**src/rtl/exec_ctrl.sv**
```systemverilog
// rtl/exec_ctrl.sv - fetch/decode/execute sequencer feeding the 5-bit puzzle ALU
// Optional build macro SINGLE_STEP_EN adds a step input that gates WB->FETCH.
module exec_ctrl #(
  parameter int PC_W   = 8,
  parameter int NREG   = 8,
  parameter int DATA_W = 5
) (
  input  logic              clk,
  input  logic              rst,
  input  logic              run,
`ifdef SINGLE_STEP_EN
  input  logic              step,
`endif
  output logic [PC_W-1:0]   imem_addr,
  output logic              imem_req,
  input  logic              imem_valid,
  input  logic [15:0]       imem_rdata,
  output logic [4:0]        alu_op,
  output logic [DATA_W-1:0] alu_ina,
  output logic [DATA_W-1:0] alu_inb,
  input  logic [DATA_W-1:0] alu_out,
  input  logic              alu_zf,
  output logic              zflag,
  output logic              halted
);

  // Opcode map: 1..16 write-class (AND..REDST30), 17..23 compare-class
  // (COMP..CHECK30), 24 JZ, 25 HALT; 0 and 26..31 behave as NOP.
  localparam logic [4:0] OP_AND     = 5'd1;
  localparam logic [4:0] OP_LI      = 5'd8;
  localparam logic [4:0] OP_REDST30 = 5'd16;
  localparam logic [4:0] OP_COMP    = 5'd17;
  localparam logic [4:0] OP_CHECK30 = 5'd23;
  localparam logic [4:0] OP_JZ      = 5'd24;
  localparam logic [4:0] OP_HALT    = 5'd25;

  typedef enum logic [2:0] {
    S_IDLE,
    S_FETCH,
    S_DECODE,
    S_EXEC,
    S_WB,
    S_HALT
  } state_t;

  state_t             r_state;
  state_t             w_next;
  logic [PC_W-1:0]    r_pc;
  logic [15:0]        r_ir;
  logic [DATA_W-1:0]  r_regs [NREG];
  logic               r_zflag;
  logic [4:0]         r_alu_op;
  logic [DATA_W-1:0]  r_alu_ina;
  logic [DATA_W-1:0]  r_alu_inb;

  logic [4:0]         w_op;
  logic [2:0]         w_rd;
  logic [2:0]         w_rs;
  logic [2:0]         w_rt;
  logic [4:0]         w_imm;
  logic               w_is_write;
  logic               w_is_cmp;
  logic [PC_W-1:0]    w_pc_next;

  assign w_op  = r_ir[15:11];
  assign w_rd  = r_ir[10:8];
  assign w_rs  = r_ir[7:5];
  assign w_imm = r_ir[4:0];
  assign w_rt  = r_ir[2:0];

  assign w_is_write = (w_op >= OP_AND)  && (w_op <= OP_REDST30);
  assign w_is_cmp   = (w_op >= OP_COMP) && (w_op <= OP_CHECK30);
  assign w_pc_next  = ((w_op == OP_JZ) && r_zflag) ? PC_W'(w_imm) : r_pc + PC_W'(1);

  assign imem_addr = r_pc;
  assign alu_op    = r_alu_op;
  assign alu_ina   = r_alu_ina;
  assign alu_inb   = r_alu_inb;
  assign zflag     = r_zflag;

  always_comb begin
    w_next   = r_state;
    imem_req = 1'b0;
    halted   = 1'b0;
    case (r_state)
      S_IDLE:   if (run) w_next = S_FETCH;
      S_FETCH: begin
        imem_req = 1'b1;
        if (imem_valid) w_next = S_DECODE;
      end
      S_DECODE: w_next = S_EXEC;
      S_EXEC:   w_next = (w_op == OP_HALT) ? S_HALT : S_WB;
`ifdef SINGLE_STEP_EN
      S_WB:     if (step) w_next = S_FETCH;
`else
      S_WB:     w_next = S_FETCH;
`endif
      S_HALT:   halted = 1'b1;
      default:  w_next = S_IDLE;
    endcase
  end

  // Architectural updates happen on the EXEC->WB edge so that a WB stall
  // (single-step builds) can never repeat the write or the PC step.
  always_ff @(posedge clk) begin
    if (rst) begin
      r_state   <= S_IDLE;
      r_pc      <= '0;
      r_ir      <= '0;
      r_zflag   <= 1'b0;
      r_alu_op  <= '0;
      r_alu_ina <= '0;
      r_alu_inb <= '0;
      for (int i = 0; i < NREG; i++) r_regs[i] <= '0;
    end else begin
      r_state <= w_next;
      if ((r_state == S_FETCH) && imem_valid) r_ir <= imem_rdata;
      if (r_state == S_DECODE) begin
        r_alu_op  <= (w_is_write || w_is_cmp) ? w_op : 5'd0;
        r_alu_ina <= (w_op == OP_LI) ? DATA_W'(w_imm) : r_regs[w_rs];
        r_alu_inb <= r_regs[w_rt];
      end
      if (r_state == S_EXEC) begin
        if (w_is_write) r_regs[w_rd] <= alu_out;
        if (w_is_cmp) r_zflag <= alu_zf;
        if (w_op != OP_HALT) r_pc <= w_pc_next;
      end
    end
  end

endmodule

```
**config.mk**
```make
export PLATFORM = sky130hd
export DESIGN_NAME = exec_ctrl
export DESIGN_NICKNAME = d
export VERILOG_FILES = /design/src/rtl/exec_ctrl.sv
export SDC_FILE = /design/constraint.sdc
export NUM_CORES = 1
export LEC_CHECK = 0
export CAP_MARGIN = 20
export CORE_UTILIZATION = 60
export DETAILED_ROUTE_END_ITERATION = 7
export PLACE_DENSITY = 0.86
export RECOVER_POWER = 25
export SYNTH_ARGS = -nofsm -noshare
export SYNTH_HDL_FRONTEND = slang
export SYNTH_SLANG_ARGS = --single-unit
```
**constraint.sdc**
```tcl
create_clock -name clk -period 3.1 [get_ports clk]
set_input_delay 0.93 -clock clk [delete_from_list [all_inputs] [get_ports clk]]
set_output_delay 0.93 -clock clk [all_outputs]
set_load 0.02 [all_outputs]
```
**Local utilization**

Drawn at 4 px/um. The die is cut into 8 by 8 equal tiles; dark blue is low, red is high, 0 to 100% covered.
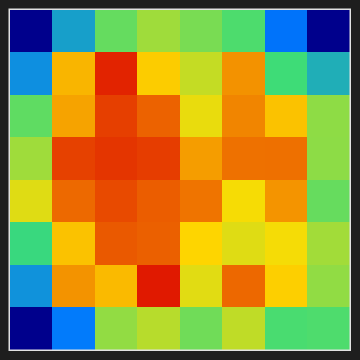
nearly empty tiles: 4.7%
fullest tile: 97%
tiles over 75% full: 45%
mean over tiles: 67%
Pre-Place Util: 63.5%
fin util: 75.7%
Core ar.: 0.00649 mm^2

**Signal wires on met1**

Drawn at 6 px/um. Supply wires on this layer in grey.
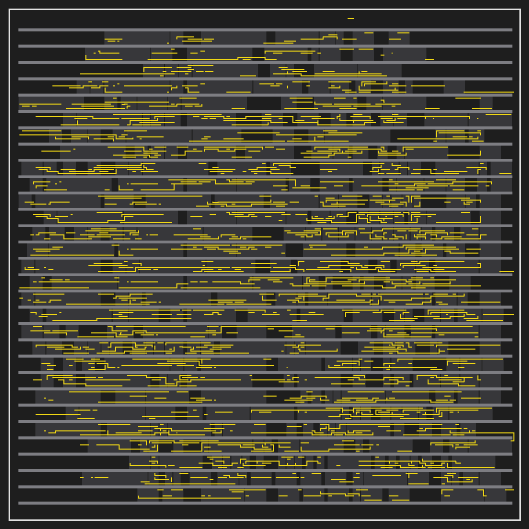
main direction: horizontal
nets with wire on the layer: 400
share of all routed wire: 41%
wire length on this layer: 3720 um
longest straight run: 41.9 um
routed wire length: 9.10 mm
GRT met1 Usage: 33.9%
Vias: 3069

**Port wiring**

Drawn at 4 px/um.
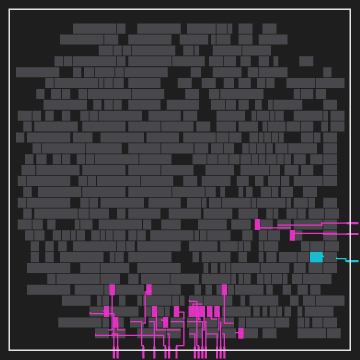
| port | colour | bits | direction | edge | end cells | buffers | wire |
|---|---|---|---|---|---|---|---|
| halted | cyan | 1 | output | right | 1 | 1 | 4.50 um |
| imem_rdata | magenta | 16 | input | 14 bottom, 2 right | 16 | 16 | 246 um |
Ports: 52
# port buffers: 51

**Cell sizes after repair**

Drawn at 4 px/um.
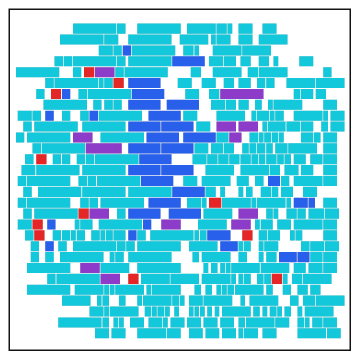
| size | colour | cells | most used |
|---|---|---|---|
| _3 and _4 cells | red | 11 | buf_4 |
| _6 and larger | purple | 13 | clkbuf_8 |
| _2 cells | blue | 35 | mux4_2 |
| _0 and _1 cells | cyan | 359 | clkdlybuf4s50_1 |

**Cell outlines without signal wires**

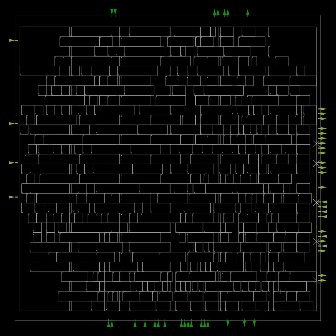
Rows: 29
tap cell count: 77

==> flow_metrics.tcl <==
# place-and-route summary
set metrics [dict create \
    clk_pin_slew_ps 90 \
    drcViolationCount 5 \
    grt_pass1_wl_mm 15.1 \
    drt_iter0_drc 222 \
    netlist.area_leader.share_pct 29.1 \
    grt_use_total_pct 27.6 \
    cts_buffers 9 \
    pwr-share-comb_pct 9.9 \
    grt_pass1_vias 3002 \
    failed_checks "DRC" \
    layout-drive-gt1-share_pct 14.1 \
    slowest_delay_ps 670 \
    status "finished, violations left" \
    cellLeakagePower_nw 1.63 \
    relSlewSlack_pct 27.3 \
    post_cts_resized 0 \
    clockBufferDepth 2 \
    setup_tns_ps 0 \
    p_int_w 0.00179 \
    crit_arrival_ps 1890 \
    dr.pass1.iters 7 \
    ys_ff 86 \
    hold_violations 0 \
    max_freq_mhz 354 \
    cts_max_level 3 \
    chip_area_mm2 0.00721 \
    ys_seq_share_pct 51.5 \
    place_ws_ps 181 \
    synth_cell_types 47 \
    crit_fanout 12 \
    antenna_found_initial 0 \
    power_frac_clock_pct 35.6 \
    crit_path_end_kind "output pin" \
    hpwl_mm 6.64 \
    drtAntennaViolNets 0 \
    post_cts_buffers 0 \
    setup_slack_ps 276 \
    setup_viol 0 \
    synth_async_sr_flop_share_pct 0 \
    syn-mean-instance-area_um2 11.3 \
    period_minus_slack_ps 2820 \
    criticalPathCategory "flop to output pin" \
    layout.nets 440 \
    vdd_ir_drop_max_mv 0.331 \
    clkLatencyLatePin_ps 350 \
    critPathTopFamily "buffers and inverters" \
    critPathBufInv 1 \
    vias_per_cell 6.20 \
    syn_area_mm2 0.00412 \
    switching_share_pct 23.8 \
    path_cells "nor3b_1, clkdlybuf4s50_1" \
    avgRoutedWirePerCell_um 18.4 \
    drv_slew 0 \
    crit_required_ps 2170 \
    rsz0062_at_grt "no" \
    cts_tree "done" \
    mostFrequentLayoutCells "clkdlybuf4s50_1, nand2_1, dfxtp_1" \
    tightest_slew_ps 1090 \
    grt_overflow 0 \
    gp_congestion 0.846 \
    hold_path_class "flop to flop" \
    finalClockPeriodUsage_pct 91.1 \
    grt_max_degree 60 \
    topCellsByArea "edfxtp_1, dfxtp_1, mux4_2" \
    lay_top_count "clkdlybuf4s50_1" \
    die_x_um 84.9 \
    cp_slowest_cell "clkdlybuf4s50_1" \
    maxCapViolations 0 \
    synth_warnings 0 \
    clockRootBuffer "clkbuf_8" \
    synth-main-ff-cell "dfxtp_1" \
    syn-num-nets 392 \
    yosysTopAreaCell "edfxtp_1" \
    die_h_um 84.9 \
    cts.sinks 86 \
    warnings 26 \
]
## through the flow
| step | total power [W] | area (um^2) |
|---|---|---|
| 5_1_grt | 0.00244 | 4910 |
| 2_1_floorplan | 0.00144 | 4120 |
| 4_1_cts | 0.00236 | 4920 |
| 3_5_place_dp | 0.00154 | 4700 |
| 6_report | 0.00235 | 4910 |
| 3_3_place_gp | 0.00153 | 4700 |
## layout make-up
cell class	instances	area share, %
tap	77	1.96
sequential	86	43.2
clock buffer	12	3.39
clock inverter	4	1.04
inverter	1	0.0764
timing repair buffer	62	12.0
multi-input combinational	253	38.3
## logic make-up (layout without fill, tap and decap cells)
family,Yosys count,after routing,synth area share [%]
buffers and inverters,26,79,2.97
and+or+nand+nor,164,164,22.5
AOI/OAI and AO/OA,53,53,8.16
DFF,86,86,51.5
adders and majority gates,1,1,0.303
muxes,31,31,13.6
xor gates and xnor gates,4,4,1.03
## Yosys cell counts, types with 10 or more instances
cell	number
dfxtp_1	46
and2_1	42
a21oi_1	26
edfxtp_1	40
nand3b_1	14
nor2_1	10
clkbuf_1	12
mux2i_1	11
mux4_2	20
nand2_1	47
## worst register-to-register path: cells and delay by family (launching register included)
kind	cells	cell delay (ps)
simple gates	3	1290
flops	1	530
## layer usage
layer | vias up | routed length, um | global-route usage, %
li1 | 1446 | - | -
met1 | 1491 | 3720 | 33.9
met2 | 107 | 4610 | 47.2
met3 | 25 | 475 | 5.45
met4 | 0 | 289 | 12.8
met5 | - | 0 | 0
## worst paths after layout
check | start | endpoint | slack, ps | cells after the start
setup / recovery | r_state[0]$_SDFFE_PP0P_ | imem_req | 280 | 2
hold / removal | alu_op[0]$_SDFFE_PP0N_ | alu_op[0]$_SDFFE_PP0N_ | 460 | 2
setup reg to reg | r_state[1]$_SDFFE_PP0P_ | r_regs[0][2]$_SDFFCE_PN0P_ | 990 | 3
hold reg to reg | alu_op[0]$_SDFFE_PP0N_ | alu_op[0]$_SDFFE_PP0N_ | 460 | 2
## state kept, by name (all words and copies together), names as in the netlist, named ones only
name / count
alu_ina: 5
alu_inb: 5
alu_op: 5
zflag: 1
r_ir: 16
r_regs: 40
r_state: 3
imem_addr: 8
## power groups by stage
stage	Sequential (W)	Combinational [W]	Clock (W)
after floorplan	0.00128	0.000159	0
after global placement	0.00130	0.000228	0
after detailed placement	0.00130	0.000233	0
after CTS	0.00128	0.000234	0.000843
after global routing	0.00129	0.000252	0.000900
final	0.00128	0.000234	0.000837
Power is estimated from default activity; no workload was simulated.
